**Clock distribution**

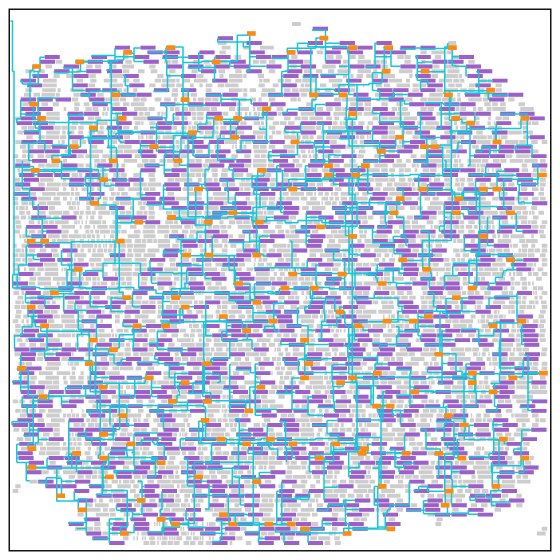
**Drive-strength map**

Bar = 100 um.
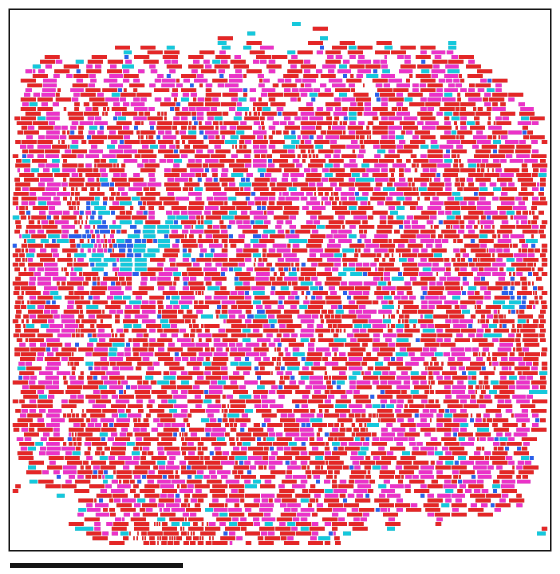
**Sequential cells coloured by netlist name**

Bar = 100 um. Other sequential cells in the stronger grey, the rest of the logic in the fainter grey.
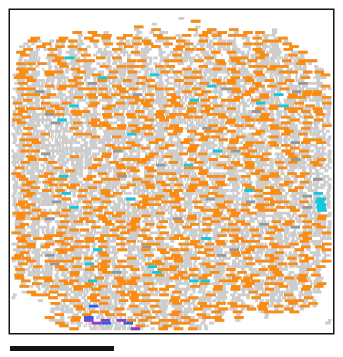
**Cell classes on the final placement**

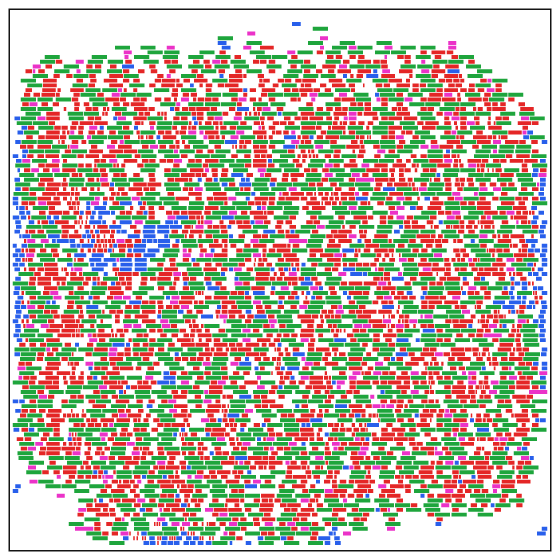
`src/rtl/operand_fetch_stage.sv`:
```
// operand_fetch_stage
// Holds the 32-entry integer register file, selects ALU operands and registers
// the rda/rdb/fop/rd bundle for the ALU behind a valid/ready handshake.
// Optional feature: define WB_BYPASS_EN to forward a same-cycle writeback into
// the captured operands. Without it, a same-cycle read returns the old value.
module operand_fetch_stage #(
  parameter int XLEN  = 32,
  parameter int NREGS = 32,
  parameter int AW    = 5
) (
  input  logic            clk,
  input  logic            nrst,
  input  logic            in_valid,
  output logic            in_ready,
  input  logic [AW-1:0]   rs1,
  input  logic [AW-1:0]   rs2,
  input  logic [XLEN-1:0] imm,
  input  logic            alu_src,
  input  logic [3:0]      fop_in,
  input  logic [AW-1:0]   rd_in,
  input  logic            flush,
  input  logic            wb_en,
  input  logic [AW-1:0]   wb_addr,
  input  logic [XLEN-1:0] wb_data,
  output logic            out_valid,
  input  logic            out_ready,
  output logic [XLEN-1:0] rda,
  output logic [XLEN-1:0] rdb,
  output logic [3:0]      fop,
  output logic [AW-1:0]   rd_out
);

  logic [XLEN-1:0] rf_q [NREGS];
  logic [XLEN-1:0] rf_d [NREGS];

  logic            out_valid_q, out_valid_d;
  logic [XLEN-1:0] rda_q, rda_d;
  logic [XLEN-1:0] rdb_q, rdb_d;
  logic [3:0]      fop_q, fop_d;
  logic [AW-1:0]   rd_q, rd_d;

  logic            accept;
  logic            wb_commit;
  logic [XLEN-1:0] rf_read_a;
  logic [XLEN-1:0] rf_read_b;
  logic [XLEN-1:0] operand_a;
  logic [XLEN-1:0] operand_b;

  assign in_ready  = !out_valid_q || out_ready;
  assign accept    = in_valid && in_ready;
  assign wb_commit = wb_en && (wb_addr != '0);

  assign out_valid = out_valid_q;
  assign rda       = rda_q;
  assign rdb       = rdb_q;
  assign fop       = fop_q;
  assign rd_out    = rd_q;

  // Combinational read ports; x0 always reads as zero regardless of storage.
  always_comb begin
    rf_read_a = '0;
    rf_read_b = '0;
    if (rs1 != '0) rf_read_a = rf_q[rs1];
    if (rs2 != '0) rf_read_b = rf_q[rs2];
  end

  // Operand selection, optionally forwarding the writeback landing this edge.
  always_comb begin
    operand_a = rf_read_a;
    operand_b = alu_src ? imm : rf_read_b;
`ifdef WB_BYPASS_EN
    if (wb_commit && (wb_addr == rs1)) operand_a = wb_data;
    if (!alu_src && wb_commit && (wb_addr == rs2)) operand_b = wb_data;
`endif
  end

  // Register file next state: single write port, writes to x0 are dropped.
  always_comb begin
    for (int i = 0; i < NREGS; i++) begin
      rf_d[i] = rf_q[i];
      if (wb_commit && (wb_addr == AW'(i))) rf_d[i] = wb_data;
    end
  end

  // Pipeline register next state: flush wins, then accept, then drain, else stall.
  always_comb begin
    out_valid_d = out_valid_q;
    rda_d       = rda_q;
    rdb_d       = rdb_q;
    fop_d       = fop_q;
    rd_d        = rd_q;
    if (flush) begin
      out_valid_d = 1'b0;
    end else if (accept) begin
      out_valid_d = 1'b1;
      rda_d       = operand_a;
      rdb_d       = operand_b;
      fop_d       = fop_in;
      rd_d        = rd_in;
    end else if (out_ready) begin
      out_valid_d = 1'b0;
    end
  end

  // State update with asynchronous clear of both the bundle and the RF.
  always_ff @(posedge clk or negedge nrst) begin
    if (!nrst) begin
      out_valid_q <= 1'b0;
      rda_q       <= '0;
      rdb_q       <= '0;
      fop_q       <= '0;
      rd_q        <= '0;
      for (int i = 0; i < NREGS; i++) rf_q[i] <= '0;
    end else begin
      out_valid_q <= out_valid_d;
      rda_q       <= rda_d;
      rdb_q       <= rdb_d;
      fop_q       <= fop_d;
      rd_q        <= rd_d;
      for (int i = 0; i < NREGS; i++) rf_q[i] <= rf_d[i];
    end
  end

endmodule

```
`config.mk`:
```
export PLATFORM = sky130hd
export DESIGN_NAME = operand_fetch_stage
export DESIGN_NICKNAME = d
export VERILOG_FILES = /design/src/rtl/operand_fetch_stage.sv
export SDC_FILE = /design/constraint.sdc
export NUM_CORES = 2
export LEC_CHECK = 0
export CORE_UTILIZATION = 60
export CTS_BUF_LIST = sky130_fd_sc_hd__clkbuf_4 sky130_fd_sc_hd__clkbuf_8
export DETAILED_ROUTE_END_ITERATION = 8
export HOLD_SLACK_MARGIN = 0.12
export PLACE_DENSITY = 0.78
export SLEW_MARGIN = 20
export SYNTH_ARGS = -nofsm -noshare
export SYNTH_HDL_FRONTEND = slang
export SYNTH_SLANG_ARGS = --single-unit
```
`constraint.sdc`:
```
create_clock -name clk -period 3.3 [get_ports clk]
set_input_delay 0.66 -clock clk [delete_from_list [all_inputs] [get_ports clk]]
set_output_delay 0.66 -clock clk [all_outputs]
set_load 0.02 [all_outputs]
```
==> flow_summary.ini <==
; flow metrics
[sta]
relSlewSlack_pct = 21.47
hold_viol_final = 0
setup_viol = 0
fin_hold_ws_ns = 0.3071
rsz0062_at_grt = no
post-route-min-period_ns = 2.873

[global_route]
antenna_found_initial = 23
globalRouteMet3Util_pct = 11.57
use_met1_pct = 51.33
grt_pass1_vias = 41016
grt_pass1_wl_um = 272600

[setup_path]
reg2reg_depth = 5
worstPathRequired_ns = 2.64
crit_start = rda[9]$_DFFE_PN0P_
slowest_delay_ns = 0.78
r2r-end = rda[13]$_DFFE_PN0P_
reg2reg_from = rf_q[525]$_DFFE_PN0P_
start_kind = flop
cp.buffers_inverters = 1
worst-path-stages = 1

[detailed_routing]
dr_total_vias = 39889
drt_pre_antenna_iters = 6
drc = 0
m1WireLength_um = 68570
initialDrtViolationCount = 5078
routed.top_layer = met5

[logic_synthesis]
yosys_cells = 3984
adder_share_pct = 0
yosys_area_mm2 = 0.05743
ys_sh_simple_pct = 2.244
yosysTopAreaCell = dfrtp_1
ys_seq_elements = 1098
common_cells = 1,098 x dfrtp_1, 1,082 x mux2_2, 402 x mux4_2
ys_types = 40
syn_area_mm2 = 0.05743
topCellsByArea = dfrtp_1 48%, mux2_2 21%, mux4_2 16%

[floorplanning]
die_h_um = 311.4
chipArea_mm2 = 0.09696

[pwr]
p_comb_share_pct = 20.8
pg_seq_mw = 18.1
p_switching_mw = 11.09
power_leader = registers
seq_power_share_pct = 45.8
ir_drop_uv = 445.6
p_sw_share_pct = 28.14
p_leak_nw = 28.73

[cells_and_area]
seq_share_pct = 41.64
largest_class = logic gates
comb_share_pct = 42.77
inverters = 3
final_common_cell = dfrtp_1
buf_share_pct = 7.026
comb_area_mm2 = 0.02822
clkCellAreaFrac_pct = 6.089
top_register = rf_q
regArea_mm2 = 0.02748

[place]
dpl.hpwl_um = 110600
pre_cts_ws_ns = 0.1795
postPlaceCellArea_mm2 = 0.06193

[clock_tree]
clock_sinks = 1098
cts_root_buf = clkbuf_8
clk_path_buf_depth = 3

[worst_hold_path]
whs_endpoint = fop[3]$_DFFE_PN0P_
min_delay_path_depth = 3
hold_start = fop_in[3]

[run_status]
status = finished clean
Back to the opening pictures, 'clock distribution':
[cyan] clock wires | length: 14,400 um
[purple] flip-flops | count: 1,098
[orange] clock drivers | count: 179
flops lie: spread over the die
P_clk: 13.1 mW
clk_skew: 0.03958 ns
clk latency late pin: 0.88 ns
clock power share: 33.4%

Back to the opening pictures, 'drive-strength map':
[cyan] _6 and larger | cells: 338
[magenta] _2 cells | cells: 1,535
[blue] _3 and _4 cells | cells: 250
[red] _0 and _1 cells | cells: 2,159
Final Cell Area: 0.06598 mm^2
Layout area overhead: 14.89%
final setup margin: 0.4269 ns
Non-CTS buffers: 423

Back to the opening pictures, 'sequential cells coloured by netlist name':
[blue] `fop` | sequential cells: 4 | where: lower left
[orange] `rf_q` | sequential cells: 1,024 | where: spread over the die
[cyan] `rda` | sequential cells: 32
[purple] `rd_out` | sequential cells: 5

Back to the opening pictures, 'cell classes on the final placement':
[blue] remaining buffers and delay cells | cells: 423
[green] sequential cells | cells: 1,098
[magenta] clock drivers and dummy loads | cells: 327
[red] combinational and other logic | cells: 2,434
cell row count: 113
Core Box Area: 0.09487 mm^2
fin util: 69.55%

Power figures rest on the tool's default switching activity, not on a simulated workload.
